==> config.mk <==
export PLATFORM = sky130hd
export DESIGN_NAME = can_tx_mailbox_arbiter_flat
export DESIGN_NICKNAME = d
export VERILOG_FILES = /design/src/rtl/can_tx_mailbox_arbiter_pkg.sv /design/src/rtl/can_tx_mailbox_arbiter_if.sv /design/src/rtl/can_tx_mailbox_arbiter_prio_select.sv /design/src/rtl/can_tx_mailbox_arbiter.sv /design/src/flat_wrapper.sv
export SDC_FILE = /design/constraint.sdc
export NUM_CORES = 1
export LEC_CHECK = 0
export ABC_CLOCK_PERIOD_IN_PS = 7600
export CELL_PAD_IN_SITES_DETAIL_PLACEMENT = 1
export CELL_PAD_IN_SITES_GLOBAL_PLACEMENT = 1
export CORE_MARGIN = 2
export CORE_UTILIZATION = 43
export DETAILED_ROUTE_END_ITERATION = 8
export GPL_TIMING_DRIVEN = 1
export PLACE_DENSITY = 0.76
export SLEW_MARGIN = 40
export SYNTH_ARGS = -nofsm -noshare
export SYNTH_HDL_FRONTEND = slang
export SYNTH_SLANG_ARGS = --single-unit
==> constraint.sdc <==
create_clock -name clk -period 7.6 [get_ports clk]
set_clock_uncertainty 0.1 [all_clocks]
set_input_delay 2.28 -clock clk [delete_from_list [all_inputs] [get_ports clk]]
set_output_delay 2.28 -clock clk [all_outputs]
set_load 0.05 [all_outputs]
**Signal wires on met1**

Supply wires on this layer in grey.
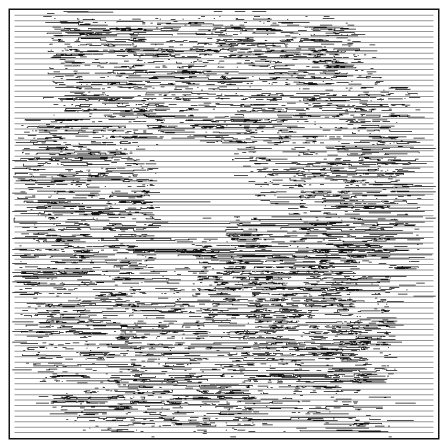
wire length on this layer = 21.2 mm
main direction = horizontal
nets with wire on the layer = 1588
met1 Track Usage GR: 27.4%
Routed WL: 48.4 mm

**Signal wires on met2**

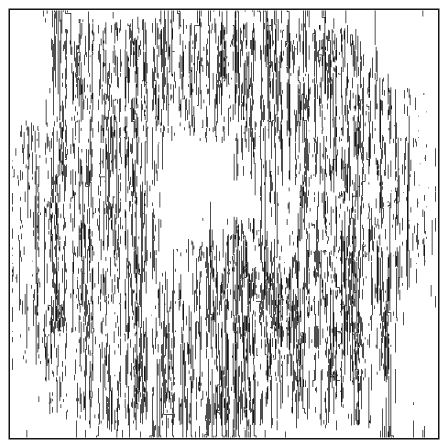
share of all routed wire = 50%
main direction = vertical
longest straight run = 68.3 um
vias: 12300
met2 GRT Util: 36.4%

**Met3 routing**

Bar = 50 um.
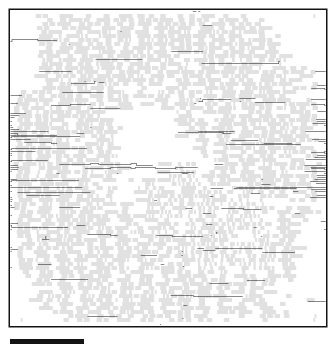
main direction = horizontal
share of all routed wire = 4.0%
nets with wire on the layer = 111
longest straight run = 60.3 um
wire length on this layer = 1930 um
grt met3 use: 3.75%

**M4 wires**

Supply wires on this layer in grey.
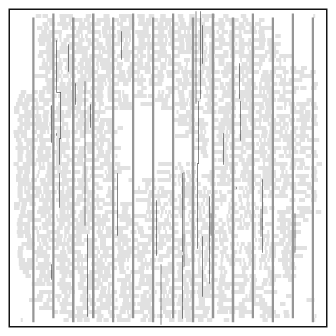
nets with wire on the layer = 17
share of all routed wire = 2.4%
main direction = vertical
longest straight run = 97.9 um
wire length on this layer = 1180 um

==> results.py <==
# Flow results
metrics = {
    "cts": {
        "path_clk_slew_ns": 0.06,
        "cts_tree": "yes",
        "clockBufferDepth": 3,
        "root_buffer": "clkbuf_16",
        "clock_latency_ns": 0.58,
    },
    "final_timing": {
        "final-max-slew-violation-count": 0,
        "slew_headroom_pct": 47.0,
        "finalCritPeriodShare_pct": 96.2,
        "setup_violations": 0,
        "layout_min_cycle_time_ns": 7.31,
        "whs_ns": 0.389,
        "setup_tns_ns": 0,
    },
    "final_layout": {
        "stdcell_area_mm2": 0.0232,
        "final_core_util_pct": 52.6,
        "final_cell_mix": "dfrtp_1, mux2_2, clkdlybuf4s50_1, nand2_1, o21ai_0",
        "drive_gt1_share_pct": 32.9,
    },
    "critical_path": {
        "cp-end-kind": "register",
        "crit_family": "AND-OR/OR-AND gates",
        "crit_buf_inv": 3,
        "crit_slowest_cell": "dfrtp_4",
        "critPathKind": "register to register",
        "worst_ep_arrival_time_ns": 7.65,
        "cp.required_ns": 7.95,
    },
    "logic_synthesis": {
        "synthCells": 1442,
        "syn_area_mm2": 0.0191,
        "synth_chip_area_mm2": 0.0191,
        "synth.largest_area_cell": "dfrtp_1",
        "edf_count": 0,
        "mux_share_pct": 31.1,
        "xor_share_pct": 0.229,
        "top_logic_kind": "multiplexers",
        "synthDistinctLibCells": 67,
        "simple_gate_share_pct": 4.38,
        "flop_cell": "dfrtp_1",
        "yosysCellCount": 1442,
        "syn_area_per_cell_um2": 13.3,
        "synth-seq-area-share_pct": 53.6,
    },
    "run": {
        "tool_warnings": 29,
    },
    "global_route": {
        "grt_pass1_wl_mm": 78.1,
        "grt.total_usage_pct": 21.2,
        "grt_pass1_vias": 13800,
    },
    "pwr": {
        "pwr-share-seq_pct": 28.6,
        "p_leak_nw": 9.85,
        "finalPower_mw": 11.8,
        "powerDensity_mw_per_mm2": 510,
        "p_int_mw": 6.95,
        "peakVddDrop_v": 0.000453,
        "p_clk_share_pct": 17.8,
    },
    "route": {
        "first_iter_violations": 416,
        "drt-met1-wl_mm": 21.2,
        "wire_per_inst_um": 21.7,
    },
    "floorplan": {
        "fp_util_pct": 43.4,
        "core_mm2": 0.0440,
        "dieWidth_um": 215,
        "die_height_um": 215,
        "die_area_mm2": 0.0461,
        "rows": 77,
    },
    "min_path": {
        "hold_path_depth": 1,
        "hp-class": "register to register",
    },
    "placed_design": {
        "dp_hpwl_mm": 30.3,
        "port_buffers": 177,
        "dp_slack_ns": 0.170,
        "gp_congestion": 0.832,
        "placed_cell_area_mm2": 0.0216,
    },
    "status": {
        "status": "complete, no violations",
    },
}
layout make-up:
class,count,area (um2)
multi-input combinational,934,8530
clock buffer,72,1350
sequential,409,10200
tap,592,741
timing repair buffer,210,2190
fill,4397,20900
clock inverter,6,66.3
inverter,12,45.0
power groups by stage:
| stage | clock [mW] | combinational [mW] | sequential (mW) |
|---|---|---|---|
| after CTS | 2.16 | 6.28 | 3.38 |
| after floorplan | 0 | 3.77 | 4.02 |
| after detailed placement | 0 | 6.23 | 3.40 |
| after global placement | 0 | 6.06 | 3.35 |
| final | 2.10 | 6.33 | 3.38 |
| after global routing | 2.24 | 6.87 | 3.47 |
timing repair:
action | in CTS | in global routing
gates resized | 0 | 10
endpoints found under the setup margin | 0 | 83
setup buffers | 0 | 3
Power is estimated from default activity; no workload was simulated.
